### src/rtl/hazard_stall_ctrl.sv
// Decode-stage sequencing controller: load-use stalls, branch flushes and external freeze.
// Optional perf counters (stall_cnt/flush_cnt) are built when HAZ_PERF_CNT_EN is defined.
module hazard_stall_ctrl #(
    parameter int STALL_CYCLES = 1,
    parameter int FLUSH_CYCLES = 1
`ifdef HAZ_PERF_CNT_EN
    ,parameter int CNT_W = 16
`endif
) (
    input  logic       clk,
    input  logic       rst,
    input  logic [4:0] id_rs,
    input  logic [4:0] id_rt,
    input  logic       id_uses_rt,
    input  logic       ex_memread,
    input  logic [4:0] ex_rt,
    input  logic       br_taken,
    input  logic       ext_stall,
    output logic       pc_write,
    output logic       ifid_write,
    output logic       ifid_flush,
    output logic       idex_write,
    output logic       idex_bubble,
    output logic [1:0] ctrl_state
`ifdef HAZ_PERF_CNT_EN
    ,
    output logic [CNT_W-1:0] stall_cnt,
    output logic [CNT_W-1:0] flush_cnt
`endif
);

    localparam logic [1:0] ST_RUN        = 2'b00;
    localparam logic [1:0] ST_LOAD_STALL = 2'b01;
    localparam logic [1:0] ST_FLUSH      = 2'b10;
    localparam logic [1:0] ST_HOLD       = 2'b11;

    localparam int unsigned MAX_CYC = (STALL_CYCLES > FLUSH_CYCLES) ? STALL_CYCLES : FLUSH_CYCLES;
    localparam int unsigned REM_W   = (MAX_CYC < 2) ? 1 : $clog2(MAX_CYC);

    localparam logic [REM_W-1:0] STALL_LOAD = REM_W'(STALL_CYCLES - 1);
    localparam logic [REM_W-1:0] FLUSH_LOAD = REM_W'(FLUSH_CYCLES - 1);
    localparam logic [REM_W-1:0] REM_ONE    = REM_W'(1);

    logic [1:0]       state_q, state_d;
    logic [REM_W-1:0] rem_q, rem_d;
    logic             hz;

    always_comb begin
        hz = ex_memread && (ex_rt != 5'd0) &&
             ((ex_rt == id_rs) || (id_uses_rt && (ex_rt == id_rt)));

        state_d     = state_q;
        rem_d       = rem_q;
        pc_write    = 1'b1;
        ifid_write  = 1'b1;
        ifid_flush  = 1'b0;
        idex_write  = 1'b1;
        idex_bubble = 1'b0;

        case (state_q)
            ST_RUN: begin
                if (ext_stall) begin
                    pc_write   = 1'b0;
                    ifid_write = 1'b0;
                    idex_write = 1'b0;
                    state_d    = ST_HOLD;
                    rem_d      = '0;
                end else if (hz) begin
                    pc_write    = 1'b0;
                    ifid_write  = 1'b0;
                    idex_bubble = 1'b1;
                    if (STALL_CYCLES > 1) begin
                        state_d = ST_LOAD_STALL;
                        rem_d   = STALL_LOAD;
                    end
                end else if (br_taken) begin
                    ifid_flush = 1'b1;
                    if (FLUSH_CYCLES > 1) begin
                        state_d = ST_FLUSH;
                        rem_d   = FLUSH_LOAD;
                    end
                end
            end

            // ID is frozen here, so a pending br_taken is simply seen again once back in RUN.
            ST_LOAD_STALL: begin
                if (ext_stall) begin
                    pc_write   = 1'b0;
                    ifid_write = 1'b0;
                    idex_write = 1'b0;
                    state_d    = ST_HOLD;
                    rem_d      = '0;
                end else begin
                    pc_write    = 1'b0;
                    ifid_write  = 1'b0;
                    idex_bubble = 1'b1;
                    if (rem_q == REM_ONE) begin
                        state_d = ST_RUN;
                        rem_d   = '0;
                    end else begin
                        rem_d = rem_q - REM_ONE;
                    end
                end
            end

            ST_FLUSH: begin
                if (ext_stall) begin
                    pc_write   = 1'b0;
                    ifid_write = 1'b0;
                    idex_write = 1'b0;
                    state_d    = ST_HOLD;
                    rem_d      = '0;
                end else begin
                    ifid_flush = 1'b1;
                    if (rem_q == REM_ONE) begin
                        state_d = ST_RUN;
                        rem_d   = '0;
                    end else begin
                        rem_d = rem_q - REM_ONE;
                    end
                end
            end

            default: begin
                pc_write   = 1'b0;
                ifid_write = 1'b0;
                idex_write = 1'b0;
                rem_d      = '0;
                if (!ext_stall) begin
                    state_d = ST_RUN;
                end
            end
        endcase

        // Reset forces a safe front end: nothing loads, IF/ID and ID/EX hold NOPs.
        if (!rst) begin
            pc_write    = 1'b0;
            ifid_write  = 1'b0;
            ifid_flush  = 1'b1;
            idex_write  = 1'b0;
            idex_bubble = 1'b1;
        end
    end

    always_ff @(posedge clk or negedge rst) begin
        if (!rst) begin
            state_q <= ST_RUN;
            rem_q   <= '0;
        end else begin
            state_q <= state_d;
            rem_q   <= rem_d;
        end
    end

    assign ctrl_state = state_q;

`ifdef HAZ_PERF_CNT_EN
    logic [CNT_W-1:0] stall_cnt_q, flush_cnt_q;

    always_ff @(posedge clk or negedge rst) begin
        if (!rst) begin
            stall_cnt_q <= '0;
            flush_cnt_q <= '0;
        end else begin
            if (idex_bubble && (stall_cnt_q != '1)) begin
                stall_cnt_q <= stall_cnt_q + 1'b1;
            end
            if (ifid_flush && (flush_cnt_q != '1)) begin
                flush_cnt_q <= flush_cnt_q + 1'b1;
            end
        end
    end

    assign stall_cnt = stall_cnt_q;
    assign flush_cnt = flush_cnt_q;
`endif

endmodule

### config.mk
export PLATFORM = sky130hd
export DESIGN_NAME = hazard_stall_ctrl
export DESIGN_NICKNAME = d
export VERILOG_FILES = /design/src/rtl/hazard_stall_ctrl.sv
export SDC_FILE = /design/constraint.sdc
export NUM_CORES = 1
export LEC_CHECK = 0
export ABC_AREA = 1
export CORE_AREA = 2 2 39 41
export DETAILED_ROUTE_END_ITERATION = 8
export DIE_AREA = 0 0 41 43
export HOLD_SLACK_MARGIN = 0.1
export PLACE_DENSITY_LB_ADDON = 0.1
export SLEW_MARGIN = 40
export SYNTH_ARGS = -nofsm -noshare
export SYNTH_HDL_FRONTEND = slang
export SYNTH_SLANG_ARGS = --single-unit
### constraint.sdc
create_clock -name clk -period 3 [get_ports clk]
set_input_delay 0.3 -clock clk [delete_from_list [all_inputs] [get_ports clk]]
set_output_delay 0.3 -clock clk [all_outputs]
set_load 0.005 [all_outputs]
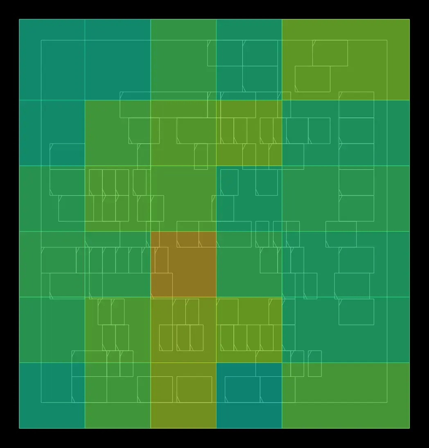
*Track usage over the die*
utilization after layout: 0.450
Avg WL per Cell: 6.89 um
Total GRT Usage: 0.0911
grt met3 use: 0

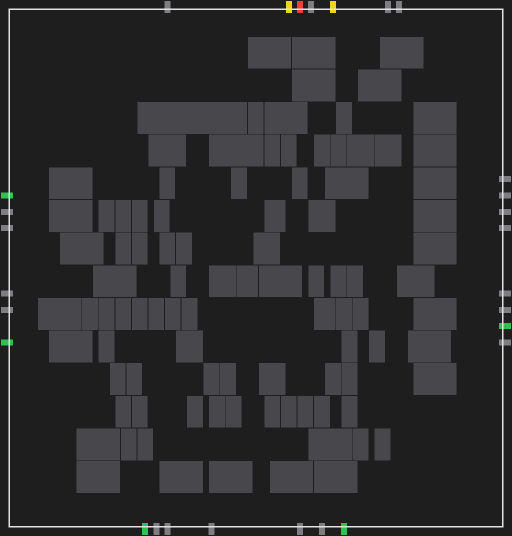
*Pin placement*
Drawn at 12 px/um. Pins as bars across the die edge, other pins in gray.
- green: id_rt (pins 5; direction input; edge 2 left, 2 bottom, 1 right)
- yellow: ctrl_state (pins 2; direction output; edge top)
- red: idex_bubble (pins 1; direction output; edge top)
- all pins by edge: 8 right, 7 top, 7 bottom, 6 left
IO buf count: 27
Die Span Y: 43 um
Die Wd: 41 um

==> changes_impl.md <==
### Metrics

- Sequential fraction of design power: 0.192
- Main flop type: dfrtp_1
- R2r setup slk: between 1.5 and 2 ns
- Largest class: buffers
- Post-cts resize count: 0
- Avg Vias per Cell: 3.91
- Final slew viol count: 0
- Sw Ratio: 0.359
- Complex Gates by Area: 0.0144
- Most common cell in the synthesized netlist: nand2_1
- Avg Cell Area, Syn: 4.90 um2
- Flop area: 25.0 um2
- Startpoint types: input pin
- Flop count: 1
- # IOs: 28
- CP peak stage delay: around 0.50 ns
- CP delay by family, top: buffers and inverters
- Post-Synthesis Cells: between 70 and 80
- Number of enable flip-flop cells: 0
- Crit-path cells: clkdlybuf4s50_1 > inv_2 > nand4_1 > o21ai_0 > inv_1 > nand2_2 > nand2_1 > nor2_2 > clkdlybuf4s50_1
- Comb area leader: simple AND/OR/NAND/NOR gates
- RR Endpoint: ctrl_state[0]
- Routed vias: 438
- Least-Margin Pin Slew: ~0.22 ns
- Max-slew headroom: 0.856
- Initial antenna violation count: 0
- Post-DP HPWL: 706 um
- Synth Area in Simple Gates: 0.579
- Floorplan Nets: 93
- Internal power: around 0.11 mW
- Hold Path Class: in2async
- Comb power frac: 0.808
- Seq group: 0.0314 mW
- Most frequent cells in the layout: nand2_1 (29), clkdlybuf4s50_1 (27), inv_1 (15)
- Final GP Congestion: 0.704
- Fin area: 623 um2
- Crit path max fanout: 3
- Metal2 WL: 324 um
- Worst-case reg-to-reg path depth: 3
- Logic cell area: approximately 240 um2
- Post-synth top cells: nand2_1 (29), inv_1 (15), nor2_1 (5)
- Routed WL: 772 um
- CP Class: in2out
- Hold WS: 0.525 ns
- Top pwr grp: combinational logic
- RSZ-0062 raised after global routing: false
- Setup slack after layout: 0.781 ns
- Worst setup path end: pc_write
- Clock net power: 0 mW
- Met1 Use GR: 0.140
- Syn. warnings: 0
- Antenna diode count: 0
- Critical path data arrival time: between 1.5 and 2 ns
- Final setup violation count: 0
- Fraction of layout cells with a size suffix above 1: 0.125
- Net Switching: roughly 0.059 mW
- Final Power: about 0.16 mW
- Setup TNS: 0 ns
- Synth Area in Adders: 0.0360
- Die area: 1760 um2
- Top Layer Used: met3
- Setup Skew: 0 ns
- Share of synthesized registers carrying an async set or reset: 1.00
- Fp util: 0.251
- Final Non-Filler Cells: approximately 110
- Dpl cell area: 623 um2
- Max Freq: 451 MHz
- Buffer-and-inverter tally for the worst setup path: 4
- ANT nets after route: 0
- Combinational group power: 0.133 mW
- XOR-XNOR Cells, Area Fraction: 0.0504
- Area growth syn-to-layout: 79.1%
- Flop share of the area: 0.0402
- Period utilization: 0.740
- Most used routing layer in global routing: met2
- Num rows: 14
- Fin nets: ~120
- DRC: 0
- Crit path top cell by count: clkdlybuf4s50_1
- Worst setup EP type: output port
- Tap Cells: 16
- Vias in the first global route: 353
- Most used logic cell in the final layout: nand2_1
- GR Overflow Total: 0
- Slowest-stage cell, CP: clkdlybuf4s50_1
- Placed insts: 112
- Met3 wire len: 54 um
- Max reg flops: 1
- Top-area cell type share of the netlist area: 0.313
- Max-Cap Viols: 0
- Status: finished, final reports clean
- DRT Pass-1 Iters: 3
- Cell type with the largest total area: nand2_1
- CORE AREA: 1380 um2
- Met2 usage: 0.147
- Max VDD drop: between 0.15 and 0.2 mV
- Post-CTS Hold Buffers: 0
- Unique cell types: 15
- Comb/total area: 0.380
- Metal1 wirelength: 393 um
- Initial DRC count: 5
- Logic inverters: 19
- Clk latency late pin: 0 ns
- Mapped Area: approximately 350 um2
- Critical path depth: 9
- CTS clk-pin slew, worst paths: 0 ns
- Pleak: ~0.35 nW
- WP data required: about 2.7 ns
- Mux share: 0
- OpenROAD warnings: 29
- Multi-input gates: between 40 and 50
- Worst setup startpoint: ex_rt[2]
- Yosys Chip Area: 348 um2
- Post-synth regs: 1
- Top cells by area: nand2_1 (31%), inv_1 (16%), dfrtp_1 (7.2%)
- Final Hold Viols: 0
- Post-CTS setup buffer count: 0
- Sequential share of the synthesized area: 0.0719
- Layout fillers: 171
- Global-route wire length before repair: between 1000 and 1500 um
- Ys cells: between 70 and 80
- Largest net degree at the start of global routing: 6
- Worst r2r src: ctrl_state[0]
- Pre-CTS worst setup slack: 0.775 ns
- Min Tclk post-route: between 2 and 2.5 ns
- Pwr dens: 263 nW/um2
- Clock power frac: 0
No activity file was given, so power comes from the tool's default toggle rates.
